==> config.mk <==
export PLATFORM = sky130hd
export DESIGN_NAME = rv32_wb_data_master
export DESIGN_NICKNAME = d
export VERILOG_FILES = /design/src/rtl/rv32_wb_data_master.sv
export SDC_FILE = /design/constraint.sdc
export NUM_CORES = 1
export LEC_CHECK = 0
export ABC_AREA = 0
export CAP_MARGIN = 20
export CORE_ASPECT_RATIO = 1.1
export CORE_MARGIN = 2
export CORE_UTILIZATION = 36
export CTS_BUF_LIST = sky130_fd_sc_hd__clkbuf_2 sky130_fd_sc_hd__clkbuf_4 sky130_fd_sc_hd__clkbuf_8
export DETAILED_ROUTE_END_ITERATION = 10
export GPL_TIMING_DRIVEN = 0
export PLACE_DENSITY = 0.78
export SETUP_SLACK_MARGIN = 0.3
export SLEW_MARGIN = 0
export SYNTH_ARGS = -nofsm -noshare
export SYNTH_HDL_FRONTEND = slang
export SYNTH_SLANG_ARGS = --single-unit
==> constraint.sdc <==
create_clock -name clk_i -period 1.3 [get_ports clk_i]
set_clock_uncertainty 0.2 [all_clocks]
set_input_delay 0.195 -clock clk_i [delete_from_list [all_inputs] [get_ports clk_i]]
set_output_delay 0.195 -clock clk_i [all_outputs]
set_load 0.01 [all_outputs]
### Placement density heat map, run 1

Scale: 2 px per um. The die is cut into 10 by 11 equal tiles; dark purple is low, yellow is high, 0 to 100% covered.
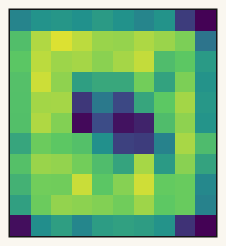
tiles over 75% full	41%
emptiest ninth of the die	middle
mean over tiles	63%
fullest tile	95%
nearly empty tiles	1.8%
floorplan utilization: 0.372
core area: 0.0104 mm2
end-of-flow core utilization: 0.722

### Clock nets, run 1

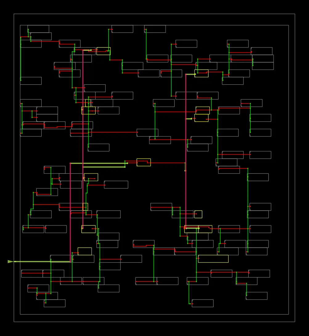
clock sinks: 105
Insertion Delay late pin: 0.36 ns

### Gate-type map, run 1

Scale: 4 px per um.
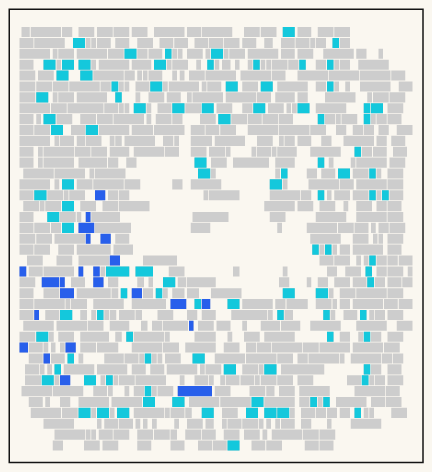
family	colour	cells	most used
nor cells	blue	23	nor3b_1
aoi and oai cells	cyan	101	a21oi_2
Top cell excl fill/tap: nand2_1
combinational share of cell area: 0.268
fin cells: 866

### Register map, names as in the netlist, run 1

Scale: 3 px per um.
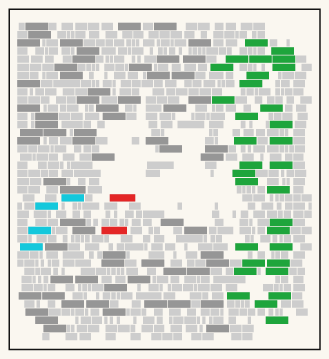
netlist name	colour	sequential cells
mem_rdata_o	green	32
wb_sel_o	cyan	4
state_q	red	2
storage element area: 0.00224 mm2
Seq/total area: 0.298
Seq. pwr: 0.00327 W

==> CHANGELOG.md, run 1 <==
## Implementation

* Failing checks: setup timing
* Total tool warning count at 29
* H-Tree Depth at 3
* Avg Inst Size Synth at about 8.4 um2
* Adder-cell share of the synthesized area at 0
* Clock tree buffer depth at 2
* GRT met1 Usage at 0.224
* GRT busiest layer: met2
* Tcrit/Tclk final at 1.20
* Via density at around 4.8
* Clock Tree Root: clkbuf_8
* # diodes at 1
* Comb area at just over 0.002 mm2
* Final WS setup at -0.259 ns
* Chip width at 103 um
* Post-synth regs at between 100 and 150
* Largest net degree at the start of global routing at 16
* Crit start category: register
* Multi-input gate count at around 320
* CP Cell Sequence: inv_2, a211oi_2, buf_2
* Int Pwr at ~0.0047 W
* Proportion of layout cells with a drive suffix above 1 at 0.536
* Hold Crit Class: in -> reg
* Yosys cell types at 25
* Tot Pwr at between 0.006 and 0.007 W
* WHS at around 0.066 ns
* Yosys Instances at around 460
* Met3 usage at 0.0581
* Critical Path Stages at 3
* Post-CTS Hold Fix Bufs at 0
* Crit path capture type: output pin
* Global-route wire length before repair at approximately 19 mm
* Finish-stage setup viols at approximately 110
* Floorplan net count at roughly 570
* Post-synth top flop: dfxtp_1
* Reg-to-reg slack, setup at -0.25 ns
* Peak fanout along the critical path at 7
* Worst Hold Path Cells at 5
* Layout fillers at roughly 770
* Cell area power density at ~800 mW/mm2
* Slowest cell on the critical path: dfxtp_4
* Setup TNS at -19.66 ns
* Sequential-to-total area share from yosys stat at 0.541
* Peak VDD IR at a little under 0.0006 V
* Detailed Route Iter0 Violations at ~130
* Post-route minimum period at 1.56 ns
* Syn. warnings at 0
* Status: complete, but fails checks
* Clkbuf count at 12
* Cell Area, Placed at 0.00617 mm2
* Final global-route overflow total at 0
* CP required at roughly 0.9 ns
* Yosys simple share at 0.259
* P_comb at just over 0.0007 W
* Nets at around 830
* Worst EP arrival at 1.16 ns
* P&R area growth vs syn at 93.9%
* Number of port buffers at about 210
* Clock transition at path regs at roughly 0.09 ns
* Sw frac at 0.226
* Chip Area at 0.0116 mm2
* Net switching power at approximately 0.0014 W
* Mux share at 0
* Top cell type by instance count after synthesis: nand2_1
* Most frequently placed logic cells in the final layout: nand2_1 (123), buf_6 (114), dfxtp_2 (101), clkdlybuf4s50_1 (99), a21oi_2 (53)
* EDFF count, synth at 0
* CTS tree: done
* Post-synthesis cell count at roughly 460
==> run 1 -> run 2 <==
--- a/config.mk
+++ b/config.mk
@@ -11,11 +11,13 @@
 export CORE_MARGIN = 2
 export CORE_UTILIZATION = 36
 export CTS_BUF_LIST = sky130_fd_sc_hd__clkbuf_2 sky130_fd_sc_hd__clkbuf_4 sky130_fd_sc_hd__clkbuf_8
+export CTS_CLUSTER_DIAMETER = 40
 export DETAILED_ROUTE_END_ITERATION = 10
 export GPL_TIMING_DRIVEN = 0
 export PLACE_DENSITY = 0.78
+export REMOVE_ABC_BUFFERS = 1
 export SETUP_SLACK_MARGIN = 0.3
-export SLEW_MARGIN = 0
+export SLEW_MARGIN = 5
 export SYNTH_ARGS = -nofsm -noshare
 export SYNTH_HDL_FRONTEND = slang
 export SYNTH_SLANG_ARGS = --single-unit
==> run 2 against run 1 <==
The flow still finishes with violations (setup timing). First-iteration DRC count rose by 52%. Largest power group unchanged. Count of clock-buffer cells in the layout fell by 3. Core utilization increased by 3.4 points. Via count increased by 8.5%. Maximum frequency down 4.5%. Sequential share of layout area shrank 1.1 points. Clock power decreased by 9%. Combinational power is 4.2% higher. Worst hold slack improved by 0.043 ns. Final cell count increased by 1.0%. Area after synthesis unchanged. Critical endpoint is now wb_dat_o[21].
==> CHANGELOG.md, run 2 <==
## Implementation

* Clock transition at path regs at 0.10 ns (about the same)
* Hold Crit Class: in -> reg
* Sequential-to-total area share from yosys stat at 0.541 (unchanged)
* Crit start category: register
* Seq. pwr at 0.00325 W (about the same)
* Failing checks: setup timing
* Proportion of layout cells with a drive suffix above 1 at 0.577 (+0.0413)
* Post-synth top flop: dfxtp_1
* Syn. warnings at 0 (unchanged)
* CP Cell Sequence: nor2_4, and3_4, buf_6, buf_16, nand2_1, a21oi_2
* P&R area growth vs syn at 103%
* CTS tree: done
* Top cell excl fill/tap: buf_6
* Adder-cell share of the synthesized area at 0 (unchanged)
* Mux share at 0 (unchanged)
* Critical Path Stages at 6 (+3)
* Seq/total area at 0.287 (-0.0107)
* Clock tree buffer depth at 2 (unchanged)
* Sw frac at 0.255 (+0.0292)
* Yosys simple share at 0.259 (unchanged)
* Worst EP arrival at 1.72 ns (+0.56 ns)
* Post-synthesis cell count at 464 (unchanged)
* GRT busiest layer: met2
* Detailed Route Iter0 Violations at 201 (+52%)
* Peak VDD IR at 0.000622 V (+6.6%)
* Worst Hold Path Cells at 3 (-2)
* Clkbuf count at 9 (-3)
* Tot Pwr at 0.00588 W (-2.8%)
* Avg Inst Size Synth at 8.37 um2 (unchanged)
* Status: complete, but fails checks
* Finish-stage setup viols at 106 (unchanged)
* Met3 usage at 0.0723 (+0.0142)
* Clock Tree Root: clkbuf_8
* Core area at 0.0104 mm2 (unchanged)
* Tcrit/Tclk final at 1.26 (+0.0564)
* Net switching power at 0.00150 W (+9.8%)
* Comb area at 0.00215 mm2 (+6.6%)
* Number of port buffers at 211 (+0.96%)
* Setup TNS at -25.08 ns (-5.42 ns)
* # diodes at 1 (unchanged)
* WHS at 0.109 ns (+0.0435 ns)
* Peak fanout along the critical path at 6 (-1)
* EDFF count, synth at 0 (unchanged)
* Post-synth regs at 105 (unchanged)
* H-Tree Depth at 3 (unchanged)
* Insertion Delay late pin at 0.36 ns (about the same)
* Final WS setup at -0.332 ns (-0.0733 ns)
* Nets at 833 (+0.97%)
### Placement density heat map, run 2

Scale: 2 px per um. The die is cut into 10 by 11 equal tiles; dark purple is low, yellow is high, 0 to 100% covered.
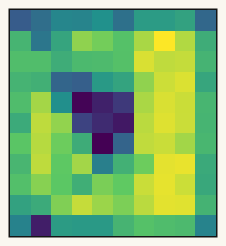
emptiest ninth of the die	middle
tiles over 75% full	39%
nearly empty tiles	1.8%
fullest tile	100%
mean over tiles	66%
end-of-flow core utilization: 0.755

Power is estimated from default activity; no workload was simulated.
